Run 1, cell density map:
Drawn at 6 px/µm. The die is cut into 10 by 10 equal tiles; dark purple is low, yellow is high, 0 to 100% covered.
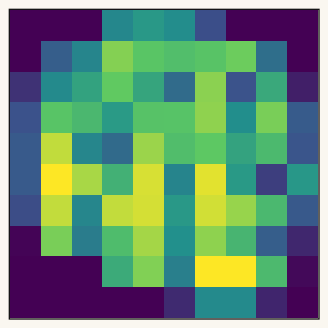
Run 1, sizing map:
Drawn at 10 px/µm.
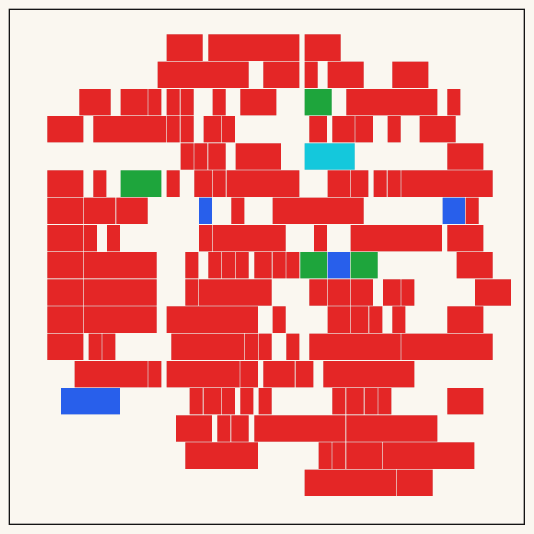
Run 1, selected gate families:
Drawn at 10 px/µm.
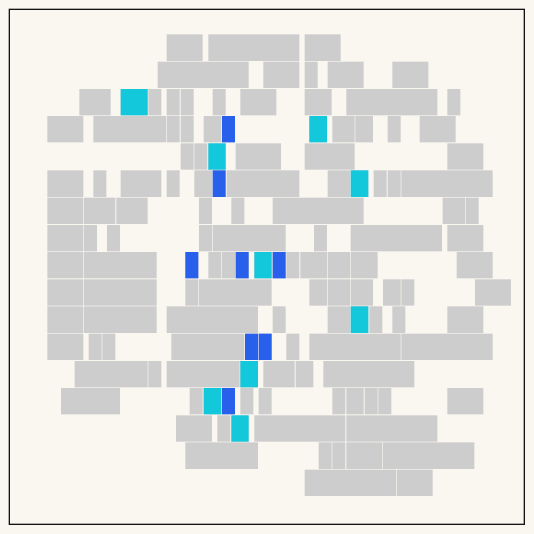
Run 1, wires at chosen ports, followed through buffers:
Drawn at 8 px/µm.
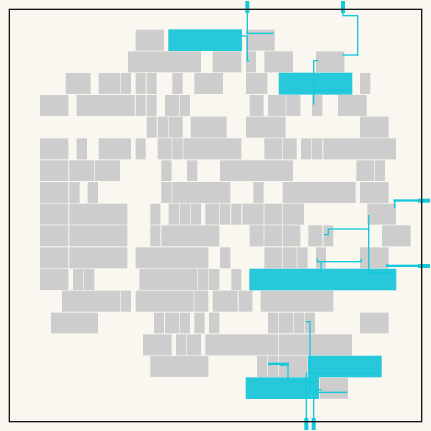
===== config.mk =====
export PLATFORM = sky130hd
export DESIGN_NAME = signed_addsub_acc_flat
export DESIGN_NICKNAME = d
export VERILOG_FILES = /design/src/rtl/signed_addsub_acc_pkg.sv /design/src/rtl/signed_addsub_acc_if.sv /design/src/rtl/signed_addsub_acc_core.sv /design/src/rtl/signed_addsub_acc.sv /design/src/flat_wrapper.sv
export SDC_FILE = /design/constraint.sdc
export NUM_CORES = 1
export LEC_CHECK = 0
export ABC_AREA = 1
export CORE_UTILIZATION = 40
export CTS_CLUSTER_DIAMETER = 40
export CTS_CLUSTER_SIZE = 14
export DETAILED_ROUTE_END_ITERATION = 16
export PLACE_DENSITY = 0.68
export SKIP_CTS_REPAIR_TIMING = 1
export SYNTH_ARGS = -nofsm -noshare
export SYNTH_HDL_FRONTEND = slang
export SYNTH_SLANG_ARGS = --single-unit
export TNS_END_PERCENT = 1

===== constraint.sdc =====
create_clock -name Clk -period 7.1 [get_ports Clk]
set_input_delay 1.775 -clock Clk [delete_from_list [all_inputs] [get_ports Clk]]
set_output_delay 1.775 -clock Clk [all_outputs]
set_load 0.005 [all_outputs]

===== src/rtl/signed_addsub_acc_pkg.sv =====
// Shared op encodings and signed-limit helpers
// for the add/sub/accumulate datapath.
package addsub_pkg;

    localparam logic [1:0] OP_ADD = 2'b00;
    localparam logic [1:0] OP_SUB = 2'b01;
    localparam logic [1:0] OP_ACC = 2'b10;
    localparam logic [1:0] OP_CLR = 2'b11;

    function automatic int smax(input int w);
        return (1 << (w - 1)) - 1;
    endfunction

    function automatic int smin(input int w);
        return -(1 << (w - 1));
    endfunction

endpackage


===== src/rtl/signed_addsub_acc_if.sv =====
// Operand/result handshake bundle for
// the signed add/sub accumulator.
interface signed_addsub_acc_if #(
    parameter int WIDTH = 5
);
    logic             InValid;
    logic             InReady;
    logic [1:0]       Op;
    logic [WIDTH-1:0] Ain;
    logic [WIDTH-1:0] Bin;
    logic             OutValid;
    logic             OutReady;
    logic [WIDTH:0]   Sum;
    logic             Ovf;

    modport master (
        output InValid, Op, Ain, Bin, OutReady,
        input  InReady, OutValid, Sum, Ovf
    );

    modport slave (
        input  InValid, Op, Ain, Bin, OutReady,
        output InReady, OutValid, Sum, Ovf
    );
endinterface


===== src/rtl/signed_addsub_acc_core.sv =====
// Ripple-carry signed add/sub built from
// FullAdder cells over sign-extended operands.
module FullAdder (
    input  logic a,
    input  logic b,
    input  logic ci,
    output logic s,
    output logic co
);
    assign s  = a ^ b ^ ci;
    assign co = (a & b) | (ci & (a ^ b));
endmodule

module addsub_core #(
    parameter int W = 5
) (
    input  logic [W-1:0] a,
    input  logic [W-1:0] b,
    input  logic         sub,
    output logic [W:0]   s
);
    logic [W:0] ax;
    logic [W:0] bx;
    logic [W:0] c;

    assign ax   = {a[W-1], a};
    assign bx   = {b[W-1], b} ^ {(W + 1){sub}};
    assign c[0] = sub;

    for (genvar i = 0; i < W; i++) begin : g_fa
        FullAdder u_fa (
            .a  (ax[i]),
            .b  (bx[i]),
            .ci (c[i]),
            .s  (s[i]),
            .co (c[i+1])
        );
    end

    // Carry out of the extended sign bit is meaningless.
    assign s[W] = ax[W] ^ bx[W] ^ c[W];
endmodule


===== src/rtl/signed_addsub_acc.sv =====
// Registered signed add/sub/accumulate with
// valid/ready on both sides and wrap or saturate.
module signed_addsub_acc
    import addsub_pkg::*;
#(
    parameter int WIDTH = 5,
    parameter int SAT   = 0
) (
    input logic             Clk,
    input logic             Rst,
    signed_addsub_acc_if.slave io
);
    localparam int AW = WIDTH + 1;
    localparam logic [AW-1:0] ACC_MAX = AW'(smax(AW));
    localparam logic [AW-1:0] ACC_MIN = AW'(smin(AW));

    logic          out_valid;
    logic          ovf_q;
    logic [AW-1:0] sum_q;
    logic [AW-1:0] acc_q;
    logic          accept;
    logic          is_sub;
    logic [AW-1:0] as_s;
    logic [AW:0]   raw;
    logic          acc_ovf;
    logic [AW-1:0] acc_lim;
    logic [AW-1:0] nxt_sum;
    logic [AW-1:0] nxt_acc;
    logic          nxt_ovf;

    assign io.InReady  = ~out_valid | io.OutReady;
    assign io.OutValid = out_valid;
    assign io.Sum      = sum_q;
    assign io.Ovf      = ovf_q;
    assign accept      = io.InValid & io.InReady;
    assign is_sub      = (io.Op == OP_SUB);

    addsub_core #(.W(WIDTH)) u_addsub (
        .a   (io.Ain),
        .b   (io.Bin),
        .sub (is_sub),
        .s   (as_s)
    );

    addsub_core #(.W(AW)) u_accum (
        .a   (acc_q),
        .b   ({io.Ain[WIDTH-1], io.Ain}),
        .sub (1'b0),
        .s   (raw)
    );

    // Raw fits in AW signed bits iff its top two bits agree.
    assign acc_ovf = raw[AW] ^ raw[AW-1];

    always_comb begin
        acc_lim = raw[AW-1:0];
        if (SAT != 0 && acc_ovf) begin
            acc_lim = raw[AW] ? ACC_MIN : ACC_MAX;
        end
    end

    always_comb begin
        nxt_sum = as_s;
        nxt_acc = acc_q;
        nxt_ovf = 1'b0;
        case (io.Op)
            OP_ACC: begin
                nxt_acc = acc_lim;
                nxt_sum = acc_lim;
                nxt_ovf = acc_ovf;
            end
            OP_CLR: begin
                nxt_acc = '0;
                nxt_sum = '0;
            end
            default: ;
        endcase
    end

    always_ff @(posedge Clk or posedge Rst) begin
        if (Rst) begin
            out_valid <= 1'b0;
            sum_q     <= '0;
            ovf_q     <= 1'b0;
            acc_q     <= '0;
        end else if (accept) begin
            out_valid <= 1'b1;
            sum_q     <= nxt_sum;
            ovf_q     <= nxt_ovf;
            acc_q     <= nxt_acc;
        end else if (io.OutReady) begin
            out_valid <= 1'b0;
        end
    end
endmodule


===== src/flat_wrapper.sv =====
// flat-port wrapper written by rule: the top's interface ports become plain ports
module signed_addsub_acc_flat import addsub_pkg::*;
#(
    parameter int WIDTH = 5,
    parameter int SAT   = 0
)
  (Clk, Rst, io_InValid, io_Op, io_Ain, io_Bin, io_OutReady, io_InReady, io_OutValid, io_Sum, io_Ovf);
  signed_addsub_acc_if #(.WIDTH(WIDTH)) io_i ();
  input logic Clk;
  input logic Rst;
  input wire logic [$bits(io_i.InValid)-1:0] io_InValid;
  input wire logic [$bits(io_i.Op)-1:0] io_Op;
  input wire logic [$bits(io_i.Ain)-1:0] io_Ain;
  input wire logic [$bits(io_i.Bin)-1:0] io_Bin;
  input wire logic [$bits(io_i.OutReady)-1:0] io_OutReady;
  output wire logic [$bits(io_i.InReady)-1:0] io_InReady;
  output wire logic [$bits(io_i.OutValid)-1:0] io_OutValid;
  output wire logic [$bits(io_i.Sum)-1:0] io_Sum;
  output wire logic [$bits(io_i.Ovf)-1:0] io_Ovf;
  assign io_i.InValid = io_InValid;
  assign io_i.Op = io_Op;
  assign io_i.Ain = io_Ain;
  assign io_i.Bin = io_Bin;
  assign io_i.OutReady = io_OutReady;
  assign io_InReady = io_i.InReady;
  assign io_OutValid = io_i.OutValid;
  assign io_Sum = io_i.Sum;
  assign io_Ovf = io_i.Ovf;
  signed_addsub_acc #(.WIDTH(WIDTH), .SAT(SAT)) u_core (.Clk(Clk), .Rst(Rst), .io(io_i));
endmodule

==> flow_summary_export.csv, run 1 <==
group,metric,value,unit
power_and_ir_drop,power-per-cell-area,223,nW/µm²
status,status,"finished clean",
synthesis,ys_cells,107,
synthesis,syn_inst,107,
clock_tree,clk_pin_slew_worst_paths,90,ps
clock_tree,clockBufferDepth,2,
cells_and_area,final-seq-area,350,µm²
synthesis,yosysUniqueCellTypes,19,
synthesis,ys.flops,14,
detailed_routing,vias,775,
power_and_ir_drop,p_leak,0.627,nW
detailed_routing,postRouteAntennaNets,0,
worst_setup_path,crit_fanout,9,
clock_tree,clock-sinks,14,
cells_and_area,drive_gt1_share,6.72,%
detailed_routing,drtIter0Drc,12,
run,openroad.warnings,30,
power_and_ir_drop,power_frac_seq,39.5,%
hold_path,min_from,"u_core.io.Sum[4]",
grt,grt_pass1_vias,746,
grt,antenna_found_initial,0,
final_timing,tightestPinTransition,531,ps
synthesis,synthFlopType,"dfrtp_1",
worst_setup_path,crit_path_cell_trace,"clkdlybuf4s50_1, inv_1, nand2_2, clkdlybuf4s50_1",
power_and_ir_drop,p_comb_share,40.3,%
detailed_routing,wl_per_cell,11.0,µm
clock_tree,cts_buffers,3,
worst_setup_path,timing.rr.start,"u_core.acc_q[0]",
synthesis,synthTopCellsByArea,"dfrtp_1, fa_1, inv_1",
power_and_ir_drop,internal-power,0.000192,W
synthesis,top_area_share,35.9,%
worst_setup_path,critPathRequiredTime,5330,ps
synthesis,ys_area,975,µm²
floorplanning,rows,17,
clock_tree,cts_root_buffer,"clkbuf_4",
worst_setup_path,worst-setup-path-type,"in2out",
synthesis,yosysWarnings,0,
final_timing,period_needed,4710,ps
worst_setup_path,worst_setup_path_end_kind,"primary output",
detailed_routing,drc_errors,0,
hold_path,hold_class,"reg2reg",
worst_setup_path,startpoint_type,"primary input",
synthesis,ys_seq_share,35.9,%
power_and_ir_drop,swShare,32.6,%
final_timing,fmax,212,MHz
clock_tree,cts_tree,"built",
final_timing,relSlewSlack,64.5,%
clock_tree,clock_latency,280,ps
synthesis,synth_nets,135,
synthesis,synth_area,975,µm²
placement,dp_hpwl,1.51,mm
synthesis,synth-edff-count,0,
final_timing,hold_viol,0,
worst_setup_path,crit_top_cell,"clkdlybuf4s50_1",
## Picture notes: 'cell density map'
emptiest ninth of the die = lower left
mean over tiles = 47%
nearly empty tiles = 18%
fullest tile = 100%
tiles over 75% full = 23%
densest ninth of the die = centre
fin util: 56.5%
Floorplan Utilization: 43.2%
core area: 2250 µm²

## Picture notes: 'sizing map'
cyan -> x6 and larger  # cells 1, share 0.75%
blue -> x2  # cells 4, share 3.0%
red -> x1 and smaller  # cells 125, share 93%
green -> x3 and x4  # cells 4, share 3.0%
fin area: 1270 µm²
area growth from synthesis to layout: 30.8%
Non-CTS buffers: 24
worst setup margin: 2390 ps

## Picture notes: 'selected gate families'
cyan -> aoi and oai cells  # cells 9
blue -> nor cells  # cells 8, where centre
Comb/total area: 41.6%
final std cells w/o fill: 162

## Picture notes: 'wires at chosen ports, followed through buffers'
cyan -> io_Sum  # bits 6, direction output, edge 2 top, 2 right, 2 bottom, end cells 6, buffers 6, wire 103 µm
I/O pins: 25
IO buf count: 24

[run 1: layer usage]
layer,up-vias,track usage (%),part of all wire (%)
met5,-,0,0
met4,0,8.11,0.85
met3,2,1.79,5.1
met2,30,26.6,49
met1,363,20.1,45
li1,380,-,-
[run 1: cells in the final DEF (no fill, tap or decap)]
cell type        instances
a21boi_0                 1
a21oi_1                  1
clkbuf_4                 3
clkbuf_8                 1
clkdlybuf4s50_1         24
dfrtp_1                 14
fa_1                    11
ha_1                     1
inv_1                   21
inv_2                    1
nand2_1                 21
nand2_2                  2
nand2_4                  1
nand3_1                  7
nand4_1                  5
nor2_1                   8
o21ai_0                  3
o21ai_1                  4
xnor2_1                  3
xor2_1                   1
xor2_2                   1
[run 1: sequential cells by signal (all words and copies together), names as in the netlist]
| name | cells |
|---|---|
| u_core.io.Sum | 6 |
| u_core.io.OutValid | 1 |
| u_core.io.Ovf | 1 |
| u_core.acc_q | 6 |
[run 1: power by group through the flow]
| stage | Combinational, W | Sequential, W | Clock, W |
|---|---|---|---|
| 2_1_floorplan | 0.0000671 | 0.000113 | 0 |
| 3_5_place_dp | 0.000116 | 0.000114 | 0 |
| 5_1_grt | 0.000132 | 0.000115 | 0.0000616 |
| 6_report | 0.000115 | 0.000112 | 0.0000576 |
| 4_1_cts | 0.000117 | 0.000113 | 0.0000583 |
| 3_3_place_gp | 0.000113 | 0.000113 | 0 |
[run 1: cell families after synthesis]
| kind of cell | count (synthesis) | share of synthesized area (%) |
|---|---|---|
| xor gates and xnor gates | 5 | 5.26 |
| adders and majority gates | 12 | 23.9 |
| DFF | 14 | 35.9 |
| and+or+nand+nor | 44 | 20.4 |
| buffers and inverters | 23 | 9.63 |
| AOI/OAI and AO/OA | 9 | 4.88 |
[run 1: final cells by class]
cell class | count | area share, %
multi-input cells | 70 | 41.6
flip-flops and latches | 14 | 27.5
inverters | 22 | 6.48
repair buffers | 24 | 18.8
well taps | 28 | 2.75
clock buffers | 4 | 2.85
[run 1: worst max-delay path, delay by kind of cell]
kind	cells	cell delay, ps
buf+inv	3	1020
simple gates	1	140
[run 1: final timing paths]
path,end,slack (ps),cells past startpoint
min in group asynchronous,u_core.acc_q[5],1830,2
setup reg to reg,u_core.acc_q[5],4290,12
max in group asynchronous,u_core.acc_q[2],4930,2
setup / recovery,io_InReady,2390,4
hold reg to reg,u_core.io.Sum[4],490,2
hold / removal,u_core.io.Sum[4],490,2
[run 1: stage by stage]
stage / worst slack (ps) / area [µm²] / power, W / cells / hold slack (ps)
final: 2390 / 1270 / 0.000285 / 162 / 489
after global routing: 2340 / 1270 / 0.000308 / 162 / 529
after CTS: 2380 / 1270 / 0.000288 / 162 / 489
after detailed placement: 2340 / 1240 / 0.000230 / 158 / 465
after global placement: 2380 / 1240 / 0.000227 / 158 / 463
after floorplan: 2990 / 975 / 0.000180 / 107 / 450
--- run 2 (diff from run 1) ---
- clock period: 7.1 -> 4.59 ns (I/O delays scaled with it)
Run 2, wires at chosen ports, followed through buffers:
Drawn at 8 px/µm.
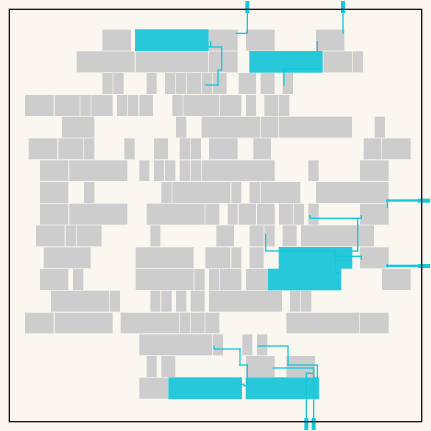

==> flow_summary_export.csv, run 2 <==
group,metric,value,unit
clock_tree,cts_root_buffer,"clkbuf_4",
synthesis,async_reset_ff_share,100,%
synthesis,ys_cells,107,
status,status,"finished clean",
power_and_ir_drop,p_comb_share,40.0,%
worst_setup_path,crit_path_cell_trace,"clkdlybuf4s50_1, ha_1, fa_1, inv_1, fa_1, inv_1, fa_1, inv_1, fa_1, fa_1, xnor2_1, nand3_1, nand2_1",
worst_setup_path,crit_fanout,3,
worst_setup_path,worst_setup_path_end_kind,"flip-flop",
synthesis,mux_area_share,0,%
synthesis,synth-edff-count,0,
clock_tree,clock-sinks,14,
worst_setup_path,path_buffers,4,
power_and_ir_drop,internal-power,0.000296,W
placement,place_inst,158,
hold_path,hold_depth,2,
synthesis,aoi_share,4.88,%
worst_setup_path,crit_top_cell,"fa_1",
placement,portBuffers,24,
synthesis,ys_seq_share,35.9,%
final_timing,fmax,262,MHz
synthesis,top_area_share,35.9,%
final_timing,period_needed,3820,ps
hold_path,hold_class,"reg2reg",
clock_tree,cts_buffers,3,
placement,dp_hpwl,1.47,mm
cells_and_area,drive_gt1_share,6.72,%
floorplanning,rows,17,
detailed_routing,vias,777,
final_timing,relSlewSlack,65.5,%
detailed_routing,drc_errors,0,
synthesis,synthTopCellsByArea,"dfrtp_1, fa_1, inv_1",
placement,dpl-instance-area,1240,µm²
clock_tree,clk_pin_slew_worst_paths,80,ps
final_timing,fin_worst_skew,6.11,ps
power_and_ir_drop,swShare,32.3,%
worst_setup_path,r2r_cells,12,
power_and_ir_drop,fin_total_pwr,0.000438,W
synthesis,synth_nets,135,
grt,grt_pass1_vias,741,
detailed_routing,postRouteAntennaNets,0,
detailed_routing,wl_per_cell,10.7,µm
power_and_ir_drop,power-per-cell-area,343,nW/µm²
final_timing,tightestPinTransition,518,ps
synthesis,synth_xor_xnor_area_share,5.26,%
worst_setup_path,startpoint_type,"primary input",
floorplanning,boundaryPins,25,
cells_and_area,final_cell_mix,"clkdlybuf4s50_1, inv_1, nand2_1",
synthesis,topCombFamilyByArea,"adder cells",
floorplanning,initCoreUtil,43.2,%
worst_setup_path,critPathTopFamily,"adder cells",
run,openroad.warnings,30,
synthesis,ys_sh_simple,20.4,%
synthesis,synthAdderAreaFrac,23.9,%
synthesis,ys_area,975,µm²
clock_tree,clockBufferDepth,2,
power_and_ir_drop,power_frac_seq,39.7,%
cells_and_area,finish.instance_area,1270,µm²
synthesis,ys.flops,14,
floorplanning,core_area,2250,µm²
synthesis,synth_area,975,µm²
cells_and_area,final_cells,162,
clock_tree,clock_latency,280,ps
-- run 2: cell counts after synthesis --
Identical to the previous run, type by type.
-- run 2: cells by family after synthesis --
kind of cell    Yosys count
flops                    14
compound gates            9
xor+xnor                  5
fa+ha+maj                12
buf+inv                  23
simple gates             44
-- run 2: path summary, 6_finish.rpt --
path / startpoint / endpoint / slack [ps]
max: io_Ain[0] / u_core.io.Ovf / 770
min: u_core.io.Ovf / u_core.io.Ovf / 480
min reg2reg: u_core.io.Ovf / u_core.io.Ovf / 480
max reg2reg: u_core.acc_q[0] / u_core.io.Ovf / 1780
max in group asynchronous: Rst / u_core.acc_q[4] / 3050
min in group asynchronous: Rst / u_core.io.Sum[1] / 1190
-- run 2: per-layer routing --
metal | routed length (µm) | GRT usage [%] | vias up
met1 | 797 | 22.0 | 364
met4 | 52 | 9.46 | 0
met5 | 0 | 0 | -
li1 | - | - | 381
met3 | 96 | 2.68 | 4
met2 | 794 | 27.1 | 28
-- run 2: tightest hold or removal path: cells and delay by family (launching register included) --
family,cells,cell delay (ps)
DFF,1,350
and+or+nand+nor,2,100
-- run 2: power groups by stage --
| stage | sequential [W] | combinational (W) | clock [W] |
|---|---|---|---|
| 2_1_floorplan | 0.000174 | 0.000104 | 0 |
| 3_3_place_gp | 0.000175 | 0.000175 | 0 |
| 3_5_place_dp | 0.000176 | 0.000177 | 0 |
| 4_1_cts | 0.000174 | 0.000178 | 0.0000902 |
| 5_1_grt | 0.000177 | 0.000202 | 0.0000954 |
| 6_report | 0.000174 | 0.000175 | 0.0000888 |
-- run 2: final cells by class --
type                       count  area, µm²
sequential                    14        350
multi-input combinational     70        531
tap                           28       35.0
timing repair buffer          24        240
fill                         218        980
clock buffer                   4       36.3
inverter                      22       82.6
-- run 2: stage by stage --
stage | util (%) | hold WS (ps) | worst slack [ps]
final | 56.5 | 485 | 773
after global routing | 56.5 | 521 | 602
after CTS | 56.5 | 489 | 759
after detailed placement | 54.9 | 467 | 465
after global placement | 54.9 | 464 | 518
after floorplan | - | 450 | 1110
--- run 3 (diff from run 2) ---
- PLACE_DENSITY: 0.68 -> 0.71
- clock period: 4.59 -> 3.4 ns (I/O delays scaled with it)
Run 3, sizing map:
Drawn at 10 px/µm.
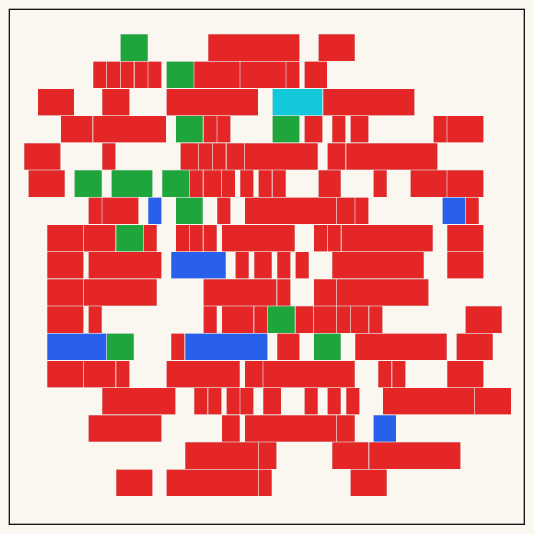
green -> x3 and x4  # cells 12, share 8.5%
red -> x1 and smaller  # cells 123, share 87%
cyan -> x6 and larger  # cells 1, share 0.70%
blue -> x2  # cells 6, share 4.2%
area growth from synthesis to layout: 38.0%
worst setup margin: 195 ps
Non-CTS buffers: 32
fin area: 1350 µm²

==> flow_summary_export.csv, run 3 <==
group,metric,value,unit
placement,portBuffers,24,
clock_tree,clockBufferDepth,2,
clock_tree,cts_buffers,3,
final_timing,tightestPinTransition,524,ps
power_and_ir_drop,internal-power,0.000410,W
floorplanning,rows,17,
clock_tree,cts_tree,"built",
status,status,"finished clean",
synthesis,mux_area_share,0,%
grt,antenna_found_initial,0,
synthesis,yosysUniqueCellTypes,19,
synthesis,synth_area,975,µm²
synthesis,ys_sh_simple,20.4,%
floorplanning,initCoreUtil,43.2,%
synthesis,async_reset_ff_share,100,%
power_and_ir_drop,p_comb_share,41.9,%
final_timing,hold_viol,0,
hold_path,hold_class,"reg2reg",
synthesis,synthTopCellsByArea,"dfrtp_1, fa_1, inv_1",
synthesis,syn_inst,107,
synthesis,ys.flops,14,
run,openroad.warnings,30,
placement,pre_cts_slack,-403,ps
final_timing,relSlewSlack,65.0,%
detailed_routing,drc_errors,0,
power_and_ir_drop,power_frac_seq,38.4,%
cells_and_area,drive_gt1_share,13.4,%
detailed_routing,wl_per_cell,11.7,µm
grt,grt_pass1_vias,852,
detailed_routing,drtIter0Drc,14,
final_timing,period_needed,3200,ps
worst_setup_path,worst-setup-path-type,"in2reg",
power_and_ir_drop,swShare,33.0,%
worst_setup_path,startpoint_type,"primary input",
synthesis,synthAdderAreaFrac,23.9,%
synthesis,synthFlopType,"dfrtp_1",
[run 3: worst paths after layout]
check	from	end	slack [ps]	cells past startpoint
worst min-delay path	u_core.io.Sum[4]	u_core.io.Sum[4]	490	2
worst max register to register	u_core.acc_q[0]	u_core.io.Ovf	600	12
min in group asynchronous	Rst	u_core.io.OutValid	900	2
worst min register to register	u_core.io.Sum[4]	u_core.io.Sum[4]	490	2
max in group asynchronous	Rst	u_core.io.Sum[2]	2150	2
worst max-delay path	io_Op[0]	u_core.io.Sum[4]	200	13
[run 3: final cells by class]
class | count | area (µm²)
Timing Repair Buffer | 32 | 305
Fill cell | 219 | 910
Sequential cell | 14 | 350
Clock buffer | 4 | 36.3
Inverter | 22 | 82.6
Tap cell | 28 | 35.0
Multi-Input combinational cell | 70 | 536
[run 3: cells by family (layout without fill, tap and decap cells)]
logic type	after synthesis	count (layout)
buffers and inverters	23	58
and+or+nand+nor	44	44
DFF	14	14
xor gates and xnor gates	5	5
adders and majority gates	12	12
AOI/OAI and AO/OA	9	9
[run 3: critical path, cell delays in order]
cell	delay [ps]
clkdlybuf4s50_1	530
nand2_4	70
xnor2_1	140
fa_1	380
inv_1	80
fa_1	160
inv_1	50
fa_1	350
inv_1	90
fa_1	420
nor2_1	140
o21ai_1	100
nand2_1	70
[run 3: power groups by stage]
stage                     Clock [W]  Combinational, W  Sequential [W]
after floorplan                   0          0.000140        0.000235
after global placement            0          0.000243        0.000235
after detailed placement          0          0.000252        0.000237
after CTS                  0.000121          0.000255        0.000235
after global routing       0.000130          0.000291        0.000239
final                      0.000121          0.000256        0.000235
[run 3: per-stage QoR]
step	utilization (%)	TNS, ps	instances	instance area, µm²
after global routing	59.7	0	170	1350
after CTS	59.2	-413	170	1340
after detailed placement	57.6	-1390	166	1300
final	59.7	0	170	1350
after global placement	57.6	-1080	166	1300
after floorplan	-	0	107	975
[run 3: routing by layer]
layer  wire [µm]  GRT usage, %
met3          89         0.893
met1         876          21.5
met4          29          7.66
met5           0             0
met2         997          30.1
Power is estimated from default activity; no workload was simulated.
